### src/rtl/lcd_bus_arbiter.sv
`default_nettype none
// ============================================================================
// Module   : lcd_bus_arbiter
// Purpose  : Shares the 8-bit 8080-style ILI9341 write bus between a
//            command/parameter port and a 16-bit RGB565 pixel stream port.
//            Generates WR/RS/CS timing and can hold pixel frames until a
//            rising tearing-effect (FMARK) edge.
// Ports    : i_clk, i_reset_n           clock, async active-low reset
//            i_cmd_valid/_data/_last    command byte stream ([8]=RS)
//            o_cmd_ready                command byte accepted on valid&ready
//            i_pix_valid/_data/_last    pixel stream, MSB byte sent first
//            o_pix_ready                pixel accepted on valid&ready
//            i_lcd_fmark                panel TE output (asynchronous)
//            o_lcd_data/_rs/_wr/_cs_n   panel bus pins
//            o_owner                    0 idle, 1 cmd, 2 pixel wait-TE, 3 pixel
// Revision : 1.0  initial release
// ============================================================================
module lcd_bus_arbiter #(
    parameter int WR_LOW_CYC  = 2,
    parameter int WR_HIGH_CYC = 2,
    parameter int FMARK_SYNC  = 1
) (
    input  logic        i_clk,
    input  logic        i_reset_n,
    input  logic        i_cmd_valid,
    output logic        o_cmd_ready,
    input  logic [8:0]  i_cmd_data,
    input  logic        i_cmd_last,
    input  logic        i_pix_valid,
    output logic        o_pix_ready,
    input  logic [15:0] i_pix_data,
    input  logic        i_pix_last,
    input  logic        i_lcd_fmark,
    output logic [7:0]  o_lcd_data,
    output logic        o_lcd_rs,
    output logic        o_lcd_wr,
    output logic        o_lcd_cs_n,
    output logic [1:0]  o_owner
);

    localparam int c_MAXC = (WR_LOW_CYC > WR_HIGH_CYC) ? WR_LOW_CYC : WR_HIGH_CYC;
    localparam int c_CW   = (c_MAXC > 1) ? $clog2(c_MAXC) : 1;
    localparam logic [c_CW-1:0] c_LOW_LOAD  = c_CW'(WR_LOW_CYC - 1);
    localparam logic [c_CW-1:0] c_HIGH_LOAD = c_CW'(WR_HIGH_CYC - 1);
    localparam logic [c_CW-1:0] c_CNT_ONE   = c_CW'(1);

    // Owner state encoding doubles as the o_owner value
    localparam logic [1:0] c_ST_IDLE = 2'd0;
    localparam logic [1:0] c_ST_CMD  = 2'd1;
    localparam logic [1:0] c_ST_PIXW = 2'd2;
    localparam logic [1:0] c_ST_PIX  = 2'd3;

    localparam logic [1:0] c_ENG_IDLE = 2'd0;
    localparam logic [1:0] c_ENG_LOW  = 2'd1;
    localparam logic [1:0] c_ENG_HIGH = 2'd2;

    logic [1:0]      state_q, state_d;
    logic [1:0]      eng_q, eng_d;
    logic [c_CW-1:0] cnt_q, cnt_d;
    logic            wr_q, wr_d;
    logic            rs_q, rs_d;
    logic [7:0]      data_q, data_d;
    logic [7:0]      lo_byte_q, lo_byte_d;
    logic            lo_pend_q, lo_pend_d;
    logic            last_q, last_d;
    logic            fm_s1_q, fm_s2_q, fm_s3_q;

    logic w_cmd_acc;
    logic w_pix_acc;
    logic w_fm_rise;
    logic w_xfer_done;

    assign w_cmd_acc = i_cmd_valid & o_cmd_ready;
    assign w_pix_acc = i_pix_valid & o_pix_ready;
    assign w_fm_rise = fm_s2_q & ~fm_s3_q;
    // Final high-phase cycle of a byte with no pixel low byte still to send
    assign w_xfer_done = (eng_q == c_ENG_HIGH) && (cnt_q == '0) && !lo_pend_q;

    // FMARK synchroniser plus edge-detect history
    always_ff @(posedge i_clk or negedge i_reset_n) begin
        if (!i_reset_n) begin
            fm_s1_q <= 1'b0;
            fm_s2_q <= 1'b0;
            fm_s3_q <= 1'b0;
        end else begin
            fm_s1_q <= i_lcd_fmark;
            fm_s2_q <= fm_s1_q;
            fm_s3_q <= fm_s2_q;
        end
    end

    // Owner FSM: state register
    always_ff @(posedge i_clk or negedge i_reset_n) begin
        if (!i_reset_n) begin
            state_q <= c_ST_IDLE;
        end else begin
            state_q <= state_d;
        end
    end

    // Owner FSM: next state
    always_comb begin
        state_d = state_q;
        case (state_q)
            c_ST_IDLE: begin
                if (i_cmd_valid) begin
                    state_d = c_ST_CMD;
                end else if (i_pix_valid) begin
                    state_d = (FMARK_SYNC != 0) ? c_ST_PIXW : c_ST_PIX;
                end
            end
            c_ST_PIXW: begin
                if (w_fm_rise) begin
                    state_d = c_ST_PIX;
                end
            end
            c_ST_CMD, c_ST_PIX: begin
                if (w_xfer_done && last_q) begin
                    state_d = c_ST_IDLE;
                end
            end
            default: state_d = c_ST_IDLE;
        endcase
    end

    // Owner FSM: outputs
    always_comb begin
        o_cmd_ready = (state_q == c_ST_CMD) && (eng_q == c_ENG_IDLE);
        o_pix_ready = (state_q == c_ST_PIX) && (eng_q == c_ENG_IDLE);
        o_lcd_cs_n  = !((state_q == c_ST_CMD) || (state_q == c_ST_PIX));
        o_owner     = state_q;
    end

    // Byte engine: next state. Data/RS change only when a new byte starts,
    // so they stay stable through both WR phases and hold in IDLE.
    always_comb begin
        eng_d     = eng_q;
        cnt_d     = cnt_q;
        wr_d      = wr_q;
        rs_d      = rs_q;
        data_d    = data_q;
        lo_byte_d = lo_byte_q;
        lo_pend_d = lo_pend_q;
        last_d    = last_q;
        case (eng_q)
            c_ENG_IDLE: begin
                if (w_cmd_acc) begin
                    data_d    = i_cmd_data[7:0];
                    rs_d      = i_cmd_data[8];
                    last_d    = i_cmd_last;
                    lo_pend_d = 1'b0;
                    wr_d      = 1'b0;
                    cnt_d     = c_LOW_LOAD;
                    eng_d     = c_ENG_LOW;
                end else if (w_pix_acc) begin
                    data_d    = i_pix_data[15:8];
                    lo_byte_d = i_pix_data[7:0];
                    rs_d      = 1'b1;
                    last_d    = i_pix_last;
                    lo_pend_d = 1'b1;
                    wr_d      = 1'b0;
                    cnt_d     = c_LOW_LOAD;
                    eng_d     = c_ENG_LOW;
                end
            end
            c_ENG_LOW: begin
                if (cnt_q == '0) begin
                    wr_d  = 1'b1;
                    cnt_d = c_HIGH_LOAD;
                    eng_d = c_ENG_HIGH;
                end else begin
                    cnt_d = cnt_q - c_CNT_ONE;
                end
            end
            c_ENG_HIGH: begin
                if (cnt_q == '0) begin
                    if (lo_pend_q) begin
                        // Pixel low byte follows back-to-back
                        data_d    = lo_byte_q;
                        lo_pend_d = 1'b0;
                        wr_d      = 1'b0;
                        cnt_d     = c_LOW_LOAD;
                        eng_d     = c_ENG_LOW;
                    end else begin
                        eng_d = c_ENG_IDLE;
                    end
                end else begin
                    cnt_d = cnt_q - c_CNT_ONE;
                end
            end
            default: begin
                wr_d  = 1'b1;
                eng_d = c_ENG_IDLE;
            end
        endcase
    end

    // Byte engine: registers (async reset drives WR high immediately)
    always_ff @(posedge i_clk or negedge i_reset_n) begin
        if (!i_reset_n) begin
            eng_q     <= c_ENG_IDLE;
            cnt_q     <= '0;
            wr_q      <= 1'b1;
            rs_q      <= 1'b1;
            data_q    <= 8'h00;
            lo_byte_q <= 8'h00;
            lo_pend_q <= 1'b0;
            last_q    <= 1'b0;
        end else begin
            eng_q     <= eng_d;
            cnt_q     <= cnt_d;
            wr_q      <= wr_d;
            rs_q      <= rs_d;
            data_q    <= data_d;
            lo_byte_q <= lo_byte_d;
            lo_pend_q <= lo_pend_d;
            last_q    <= last_d;
        end
    end

    assign o_lcd_wr   = wr_q;
    assign o_lcd_rs   = rs_q;
    assign o_lcd_data = data_q;

endmodule
`default_nettype wire

### config.mk
export PLATFORM = sky130hd
export DESIGN_NAME = lcd_bus_arbiter
export DESIGN_NICKNAME = d
export VERILOG_FILES = /design/src/rtl/lcd_bus_arbiter.sv
export SDC_FILE = /design/constraint.sdc
export NUM_CORES = 1
export LEC_CHECK = 0
export CAP_MARGIN = 20
export CORE_ASPECT_RATIO = 0.5
export CORE_MARGIN = 5
export CORE_UTILIZATION = 40
export DETAILED_ROUTE_END_ITERATION = 12
export HOLD_SLACK_MARGIN = 0.1
export PLACE_DENSITY = 0.68
export SYNTH_ARGS = -nofsm -noshare
export SYNTH_HDL_FRONTEND = slang
export SYNTH_SLANG_ARGS = --single-unit
### constraint.sdc
create_clock -name i_clk -period 2.3 [get_ports i_clk]
set_input_delay 0.46 -clock i_clk [delete_from_list [all_inputs] [get_ports i_clk]]
set_output_delay 0.46 -clock i_clk [all_outputs]
set_load 0.005 [all_outputs]
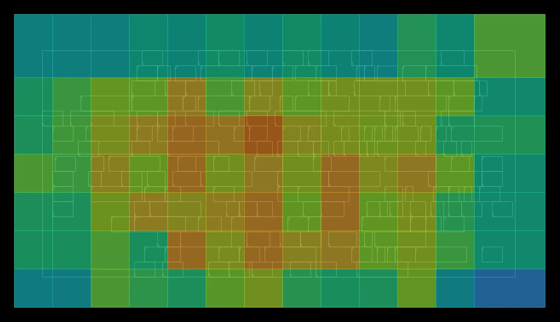
Figure 1: run 1, routing congestion.
met1 usage: 0.201
met3 usage: 0.0359
Total GRT Usage: 0.143
average wire per standard cell: 15.0 um

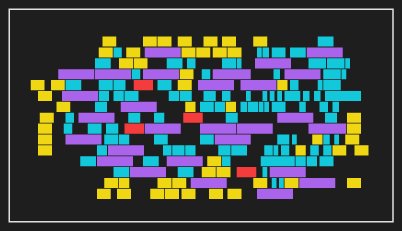
Figure 2: run 1, placed cells, one color a class.
Drawn at 4 px/um.
Yellow stands for other buffers and delay cells, cells 52. Cyan stands for all other logic, cells 91. Red stands for clock drivers and dummy loads, cells 4. Purple stands for flops, cells 28.

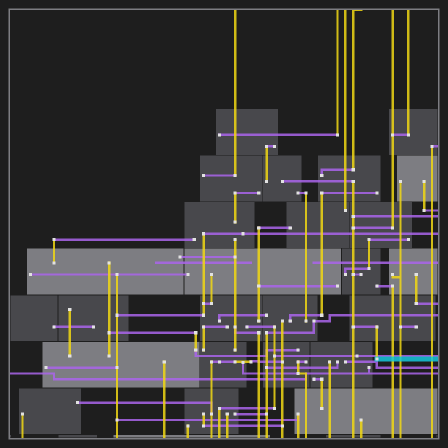
Figure 3: run 1, zoomed window.
Window x 11 to 36, y 27 to 52 um. Cells in gray, sequential cells in the stronger gray; small squares are vias.
Yellow stands for met2. Purple stands for met1. Cyan stands for met3.
23 logic cells have their middle in the window. Sequential cells in the window: 4. Netlist names of flops here include lo_byte_q (2), o_lcd_data (2). Most frequent: clkdlybuf4s50_1 (8), dfrtp_1 (4).

==> flow_metrics.env, run 1 <==
# flow metrics
export IMPL_status="completed"
export IMPL_cts_root_buffer="clkbuf_8"
export IMPL_r2r_start="eng_q[0]"
export IMPL_grt_pass1_vias=1124
export IMPL_maxPowerGroup="combinational logic"
export IMPL_warnings=30
export IMPL_core_um2=3470
export IMPL_max_freq_mhz=462
export IMPL_ys_seq_share=0.480
export IMPL_period_minus_slack_ns=2.16
export IMPL_path_buffers=2
export IMPL_p_seq_frac=0.351
export IMPL_min_path_cells=0
export IMPL_dp_final_hpwl_um=2480
export IMPL_crit_family="buffers and inverters"
export IMPL_drtIter0Drc=78
export IMPL_p_sw_w=0.000893
export IMPL_fin_skew_ns=0.00640
export IMPL_combPwrFrac=0.531
export IMPL_endpoint="o_cmd_ready"
export IMPL_irDropWorstVdd_mv=0.456
export IMPL_antenna_found_initial=0
export IMPL_worstPathArrival_ns=1.70
export IMPL_area_growth_pct=39.8
export IMPL_num_vias=1151
export IMPL_clk_pin_slew_ns=0.09
export IMPL_die_y_um=52.8
export IMPL_row_count=15
export IMPL_syn_num_nets=164
export IMPL_synth_seq_cells=28
export IMPL_worstSetupEndpointType="output pin"
export IMPL_die_area_um2=5040
export IMPL_fin_util=0.590
export IMPL_fin_area_um2=2050
export IMPL_switching_share=0.344
export IMPL_tightest_slew_ns=0.627
export IMPL_io_pins=47
export IMPL_busiest_layer="met2"
export IMPL_port_buffers=46
export IMPL_reg2reg_depth=6
export IMPL_cts_tree="built"
export IMPL_cts_made_buffers=3
export IMPL_cp_data_required_time_ns=1.84
export IMPL_p_seq_w=0.000910
export IMPL_dr_pass1_iters=4
export IMPL_post_route_period_util=0.941
export IMPL_slew_headroom=0.581
export IMPL_cts_sink_count=28
export IMPL_drv_slew=0
export IMPL_ctsHtreeMaxLevel=1
export IMPL_wl_met3_um=114
export IMPL_ff2ff_setup_slack_ns=0.50
export IMPL_syn_cell_area_um2=1460
export IMPL_lay_top_cells="clkdlybuf4s50_1, dfrtp_1, mux2_2, nand2_1, a21o_1"
export IMPL_fp_util=0.422
export IMPL_fin_tns_setup_ns=0
[run 1: Yosys cell counts, drive strengths merged]
master  number  area share
nor3b        1      0.0051
mux2i        2       0.014
a211o        8       0.048
ha           5       0.043
and3         1      0.0043
a21oi        4       0.014
a21o         9       0.046
dfstp        2       0.036
inv          4       0.010
nand4        1      0.0043
and2         9       0.038
buf          6       0.031
nand2        9       0.023
mux2        11       0.085
o31a         1      0.0060
dfrtp       26        0.44
nand4b       1       0.016
o32a         1      0.0068
nor4bb       1      0.0068
o22a         1      0.0060
a32o         8       0.055
nor2b        3       0.013
o21ai        4       0.016
nor3         1      0.0034
clkbuf       2      0.0060
nor2         5       0.015
o21a         1      0.0051
[run 1: layout make-up]
type	instances	area, um^2
fillers	309	1430
multi-input cells	87	704
flip-flops and latches	28	703
repair buffers	52	505
well taps	51	63.8
clock buffers	4	55.1
inverters	4	15.0
[run 1: flip-flops by register name, summed over array words and instances (netlist names)]
signal,flops
o_lcd_data,8
o_lcd_wr,1
o_lcd_rs,1
fm_s2_q,1
cnt_q,1
fm_s1_q,1
last_q,1
o_owner,2
lo_byte_q,8
eng_q,2
fm_s3_q,1
lo_pend_q,1
[run 1: cell families (layout without fill, tap and decap cells)]
family	after synthesis	count (layout)	share of synthesized area
fa+ha+maj	5	5	0.0427
compound gates	37	37	0.203
flops	28	28	0.480
simple gates	32	32	0.129
mux	13	13	0.0983
buf+inv	12	60	0.0470
[run 1: per-stage QoR]
| step | std cells | worst slack [ns] | hold slack (ns) |
|---|---|---|---|
| global route | 226 | 0.0212 | 0.392 |
| detailed placement | 222 | 0.0857 | 0.359 |
| CTS | 226 | 0.0161 | 0.381 |
| finish | 226 | 0.137 | 0.374 |
| floorplan | 127 | 0.531 | 0.164 |
| global placement | 222 | 0.0939 | 0.333 |
Figure 4. M1 wires (run 1).
Drawn at 6 px/um.
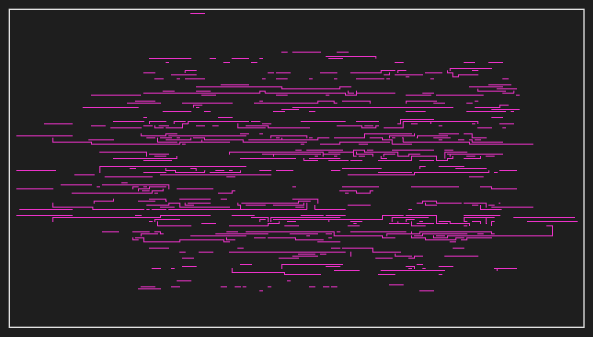

==> run 2, diff against run 1 <==
--- a/config.mk
+++ b/config.mk
@@ -8,10 +8,10 @@
 export CAP_MARGIN = 20
 export CORE_ASPECT_RATIO = 0.5
 export CORE_MARGIN = 5
-export CORE_UTILIZATION = 40
+export CORE_UTILIZATION = 46
 export DETAILED_ROUTE_END_ITERATION = 12
 export HOLD_SLACK_MARGIN = 0.1
-export PLACE_DENSITY = 0.68
+export PLACE_DENSITY = 0.77
 export SYNTH_ARGS = -nofsm -noshare
 export SYNTH_HDL_FRONTEND = slang
 export SYNTH_SLANG_ARGS = --single-unit
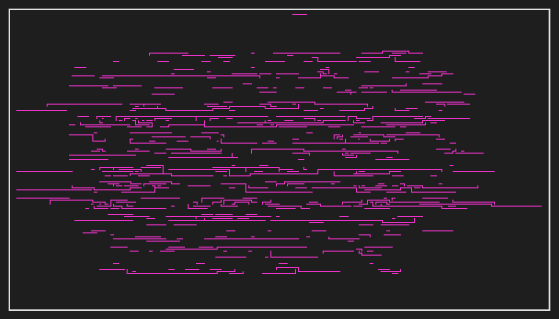
Figure 5: run 2, M1 wires.
Drawn at 6 px/um.
189 nets have wire on it. The layer holds 47% of the routed length. The longest straight run is 26.2 um.

==> flow_metrics.env, run 2 <==
# flow metrics
export IMPL_drv_slew=0
export IMPL_cp_data_required_time_ns=1.84
export IMPL_warnings=30
export IMPL_syn_cell_area_um2=1460
export IMPL_num_vias=1161
export IMPL_netlist_area_leader_share=0.444
export IMPL_yosys_most_used_dff="dfrtp_1"
export IMPL_wl_per_cell_um=15.4
export IMPL_met3_usage=0.0350
export IMPL_yosysTopAreaCell="dfrtp_1"
export IMPL_cts_made_buffers=3
export IMPL_synth_seq_cells=28
export IMPL_fp_util=0.483
export IMPL_whs_ns=0.361
export IMPL_antenna_found_initial=0
export IMPL_fin_tns_setup_ns=0
export IMPL_die_area_um2=4480
export IMPL_dp_final_hpwl_um=2440
export IMPL_slew_headroom=0.562
export IMPL_post_route_period_util=0.956
export IMPL_finalWorstSetupSlack_ns=0.101
export IMPL_irDropWorstVdd_mv=0.661
export IMPL_edf_count=0
export IMPL_worstSetupEndpointType="output pin"
export IMPL_worstSkewPairLatency_ns=0.28
export IMPL_yosys_top_cells_count="dfrtp_1, mux2_2, a21o_1, nand2_1"
export IMPL_pwr_density_cell_nw_per_um2=1270
export IMPL_drtIter0Drc=37
export IMPL_cts_root_buffer="clkbuf_8"
export IMPL_lay_top_cells="clkdlybuf4s50_1, dfrtp_1, mux2_2, nand2_1, a21o_1"
export IMPL_cts_sink_count=28
export IMPL_clk_pin_slew_ns=0.10
export IMPL_cts_tree="built"
export IMPL_reg2reg_depth=6
export IMPL_io_pins=47
export IMPL_ys_seq_share=0.480
export IMPL_port_buffers=46
export IMPL_cts_buffer_depth=2
export IMPL_worstPathArrival_ns=1.74
export IMPL_row_count=14
export IMPL_regArea_um2=703
export IMPL_core_um2=3030
export IMPL_cts_resized=1
export IMPL_min_path_cells=0
export IMPL_max_freq_mhz=455
export IMPL_fin_area_um2=2030
export IMPL_top_cell="dfrtp_1"
export IMPL_grt_total_usage=0.151
export IMPL_fill_cells=243
export IMPL_area_growth_pct=38.4
export IMPL_busiest_layer="met2"
export IMPL_dr_pass1_iters=4
export IMPL_met1_usage=0.211
export IMPL_ctsHtreeMaxLevel=1
export IMPL_logic_area_um2=704
export IMPL_hold_buffers=0
export IMPL_pre_cts_slack_ns=0.0755
export IMPL_die_y_um=49.9
export IMPL_fin_skew_ns=0.00288
export IMPL_tightest_slew_ns=0.656
export IMPL_grt_pass1_vias=1148
export IMPL_syn_num_nets=164
export IMPL_routabilityCongestion=0.837
export IMPL_r2r_start="eng_q[0]"
export IMPL_wl_um=3300
export IMPL_ff2ff_setup_slack_ns=0.33
export IMPL_status="completed"
export IMPL_period_minus_slack_ns=2.20
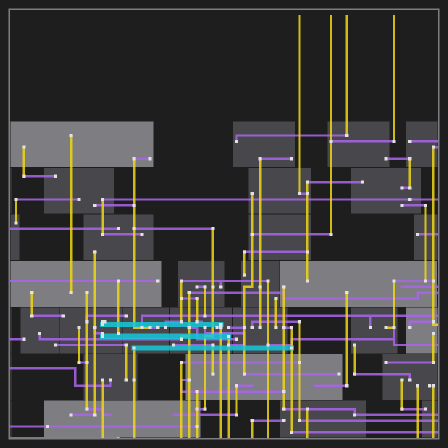
Figure 6: run 2, zoomed window.
Window x 10 to 35, y 25 to 50 um. Cells in gray, sequential cells in the stronger gray; small squares are vias.
Purple stands for met1. Cyan stands for met3. Yellow stands for met2.
Netlist names of flops here include lo_byte_q (3), o_lcd_data (2). Sequential cells in the window: 5. Most frequent: clkdlybuf4s50_1 (5), dfrtp_1 (5). 24 logic cells have their middle in the window.

-- run 2: cell count changes in the layout (fill, tap and decap cells not counted), sizes merged --
cell / change
buf: -1
-- run 2: cell type report --
class | count | area share
multi-input combinational | 87 | 0.348
clock buffer | 4 | 0.0272
sequential | 28 | 0.347
tap | 40 | 0.0247
timing repair buffer | 51 | 0.246
inverter | 4 | 0.00741
-- run 2: per-stage QoR --
| step | utilization | instances |
|---|---|---|
| 4_1_cts | 0.665 | 214 |
| 3_5_place_dp | 0.646 | 210 |
| 3_3_place_gp | 0.646 | 210 |
| 2_1_floorplan | - | 127 |
| 6_report | 0.668 | 214 |
| 5_1_grt | 0.668 | 214 |
-- run 2: critical path: stages, from the launching register on --
cell and delay, ns:
dfrtp_1 0.42, inv_1 0.14, ha_4 0.20, nand2_1 0.08, nor2_1 0.10, clkdlybuf4s50_1 0.51
-- run 2: cells by family after synthesis --
family	synth area share
mux	0.0983
flops	0.480
compound gates	0.203
buf+inv	0.0470
simple gates	0.129
fa+ha+maj	0.0427
-- run 2: worst max path at each step --
stage	start	to
6_report	eng_q[1]	o_cmd_ready
4_1_cts	eng_q[1]	o_cmd_ready
5_1_grt	eng_q[1]	o_cmd_ready
3_3_place_gp	i_cmd_valid	o_lcd_data[4]
3_5_place_dp	i_cmd_valid	o_lcd_data[0]
2_1_floorplan	eng_q[0]	o_lcd_data[0]
-- run 2: report_power, final --
part	leakage (nW)	internal (W)	switching (W)
Combinational	0.575	0.000795	0.000555
Clock	0.0288	0.000154	0.000156
Sequential	0.330	0.000732	0.000178
-- run 2: per-layer routing --
metal | vias to the layer above | share of wire
met5 | - | 0
met4 | 0 | 0.0051
met3 | 2 | 0.054
met2 | 36 | 0.47
met1 | 567 | 0.47
li1 | 556 | -
==> run 3, diff against run 2 <==
--- a/config.mk
+++ b/config.mk
@@ -5,11 +5,13 @@
 export SDC_FILE = /design/constraint.sdc
 export NUM_CORES = 1
 export LEC_CHECK = 0
+export ABC_CLOCK_PERIOD_IN_PS = 2300
 export CAP_MARGIN = 20
 export CORE_ASPECT_RATIO = 0.5
 export CORE_MARGIN = 5
 export CORE_UTILIZATION = 46
 export DETAILED_ROUTE_END_ITERATION = 12
+export GPL_ROUTABILITY_DRIVEN = 0
 export HOLD_SLACK_MARGIN = 0.1
 export PLACE_DENSITY = 0.77
 export SYNTH_ARGS = -nofsm -noshare
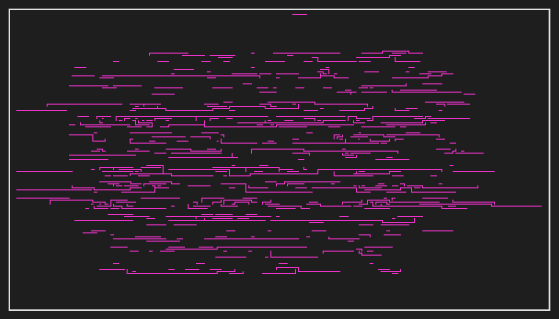
Figure 7: run 3, M1 wires.
Drawn at 6 px/um.
The longest straight run is 26.2 um. The layer holds 47% of the routed length. 189 nets have wire on it. The layer carries 1540 um of wire.

==> flow_metrics.env, run 3 <==
# flow metrics
export IMPL_die_y_um=49.9
export IMPL_grt_pass1_wl_um=5590
export IMPL_area_growth_pct=38.4
export IMPL_ant_nets=0
export IMPL_drtIter0Drc=37
export IMPL_worstPathCellList="inv_1 -> ha_4 -> nand2_1 -> nor2_1 -> clkdlybuf4s50_1"
export IMPL_nNetsFinal=212
export IMPL_crit_family="buffers and inverters"
export IMPL_maxPowerGroup="combinational logic"
export IMPL_cts_tree="built"
export IMPL_power_w=0.00257
export IMPL_critPathLaunchType="flop"
export IMPL_pwr_share_clk=0.120
export IMPL_drv_slew=0
export IMPL_cts_sink_count=28
export IMPL_switching_share=0.346
export IMPL_syn_cell_area_um2=1460
export IMPL_rsz0062_at_grt="no"
export IMPL_power_leakage_nw=0.934
export IMPL_cpPeakStageDelay_ns=0.51
export IMPL_chipWidth_um=89.8
export IMPL_logic_area_um2=704
export IMPL_cp_slowest_cell="clkdlybuf4s50_1"
export IMPL_grt_max_degree=29
export IMPL_fill_cells=243
export IMPL_cts_root_buffer="clkbuf_8"
export IMPL_fp_util=0.483
export IMPL_dp_final_hpwl_um=2440
export IMPL_drive_gt1_frac=0.155
export IMPL_fin_tns_setup_ns=0
export IMPL_netlist_area_leader_share=0.444
export IMPL_lay_top_cells="clkdlybuf4s50_1, dfrtp_1, mux2_2, nand2_1, a21o_1"
export IMPL_internal_power_w=0.00168
export IMPL_worstSkewPairLatency_ns=0.28
export IMPL_tightest_slew_ns=0.656
export IMPL_slew_headroom=0.562
export IMPL_synth_seq_cells=28
export IMPL_pwr_density_cell_nw_per_um2=1270
export IMPL_finalWorstSetupSlack_ns=0.101
export IMPL_yosysUniqueCellTypes=33
export IMPL_p_sw_w=0.000889
export IMPL_p_comb_w=0.00135
export IMPL_grt_overflow=0
export IMPL_yosys_top_cells_count="dfrtp_1, mux2_2, a21o_1, nand2_1"
export IMPL_row_count=14
export IMPL_cts_buffer_depth=2
export IMPL_ys_top_cells_by_area="dfrtp_1, mux2_2, a32o_1, a211o_1, a21o_1"
export IMPL_post_route_period_util=0.956
export IMPL_antenna_found_initial=0
export IMPL_port_buffers=46
export IMPL_ctsHtreeMaxLevel=1
export IMPL_whs_ns=0.361
export IMPL_worstPathMaxFanout=7
export IMPL_status="completed"
export IMPL_ys_async_sr_fraction=1.00
export IMPL_dr_pass1_iters=4
export IMPL_regArea_um2=703
export IMPL_cp_data_required_time_ns=1.84
export IMPL_synth_cells=127
export IMPL_top_cell="dfrtp_1"
export IMPL_p_seq_w=0.000909
export IMPL_edf_count=0
export IMPL_io_pins=47
export IMPL_syn_num_nets=164
export IMPL_warnings=30
export IMPL_period_minus_slack_ns=2.20
export IMPL_yosys_most_used_dff="dfrtp_1"
export IMPL_die_area_um2=4480
export IMPL_irDropWorstVdd_mv=0.661
export IMPL_wl_per_cell_um=15.4
export IMPL_num_vias=1161
export IMPL_ys_seq_share=0.480
export IMPL_fin_util=0.668
export IMPL_worstPathArrival_ns=1.74
export IMPL_yosysTopAreaCell="dfrtp_1"
export IMPL_pre_cts_slack_ns=0.0755
export IMPL_cts_made_buffers=3
export IMPL_grt_pass1_vias=1148
export IMPL_finalHoldViolations=0
export IMPL_grt_total_usage=0.151
export IMPL_wl_um=3300
export IMPL_path_buffers=2
export IMPL_max_freq_mhz=455
export IMPL_core_um2=3030
export IMPL_worstSetupEndpointType="output pin"
export IMPL_clk_pin_slew_ns=0.10
export IMPL_p_seq_frac=0.354
export IMPL_p_clk_w=0.000310
export IMPL_combPwrFrac=0.526
export IMPL_fin_skew_ns=0.00288
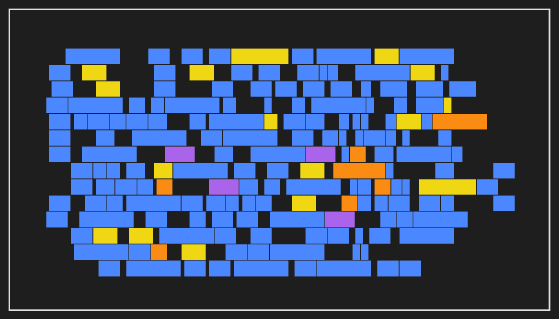
Figure 8: run 3, drive-strength map.
Drawn at 6 px/um.
Orange stands for drive 3 to 4, cells 7, share 4.0%. Yellow stands for drive 2, cells 16, share 9.2%. Purple stands for drive 6 and up, cells 4, share 2.3%. Blue stands for drive 1 or less, cells 147, share 84%.

[run 3: cell counts after synthesis]
Identical to the previous run, type by type.
[run 3: repair_timing]
action                                  in CTS  in global routing
hold buffers                                 0                  0
hold endpoints to repair                     0                  0
endpoints found under the setup margin       2                  1
resized                                      1                  2
gates cloned                                 0                  0
[run 3: final timing paths]
check                          start             to  slack (ns)  depth (start not counted)
setup / recovery            eng_q[1]    o_cmd_ready        0.10                          5
hold / removal               fm_s1_q        fm_s2_q        0.36                          0
setup reg to reg            eng_q[0]  o_lcd_data[1]        0.33                          6
hold reg to reg              fm_s1_q        fm_s2_q        0.36                          0
max in group asynchronous  i_reset_n       o_lcd_wr        1.44                          2
min in group asynchronous  i_reset_n   lo_byte_q[6]        0.55                          2
[run 3: metal layers]
metal | GRT usage | share of wire
met1 | 0.211 | 0.47
met2 | 0.245 | 0.47
met3 | 0.0350 | 0.054
met4 | 0.0226 | 0.0051
met5 | 0 | 0
[run 3: final cells by class]
class	count	share of cell area
Multi-Input combinational cell	87	0.348
Sequential cell	28	0.347
Timing Repair Buffer	51	0.246
Clock buffer	4	0.0272
Tap cell	40	0.0247
Inverter	4	0.00741
[run 3: cell families after synthesis]
group,share of synthesized area
flip-flops,0.480
adder cells (fa/ha/maj),0.0427
AND-OR/OR-AND,0.203
AND/OR/NAND/NOR,0.129
multiplexers,0.0983
buffers and inverters,0.0470
[run 3: stage by stage]
stage / cell area [um^2] / std cells
floorplan: 1460 / 127
global placement: 1960 / 210
detailed placement: 1960 / 210
CTS: 2020 / 214
global route: 2030 / 214
finish: 2030 / 214
Power figures rest on the tool's default switching activity, not on a simulated workload.
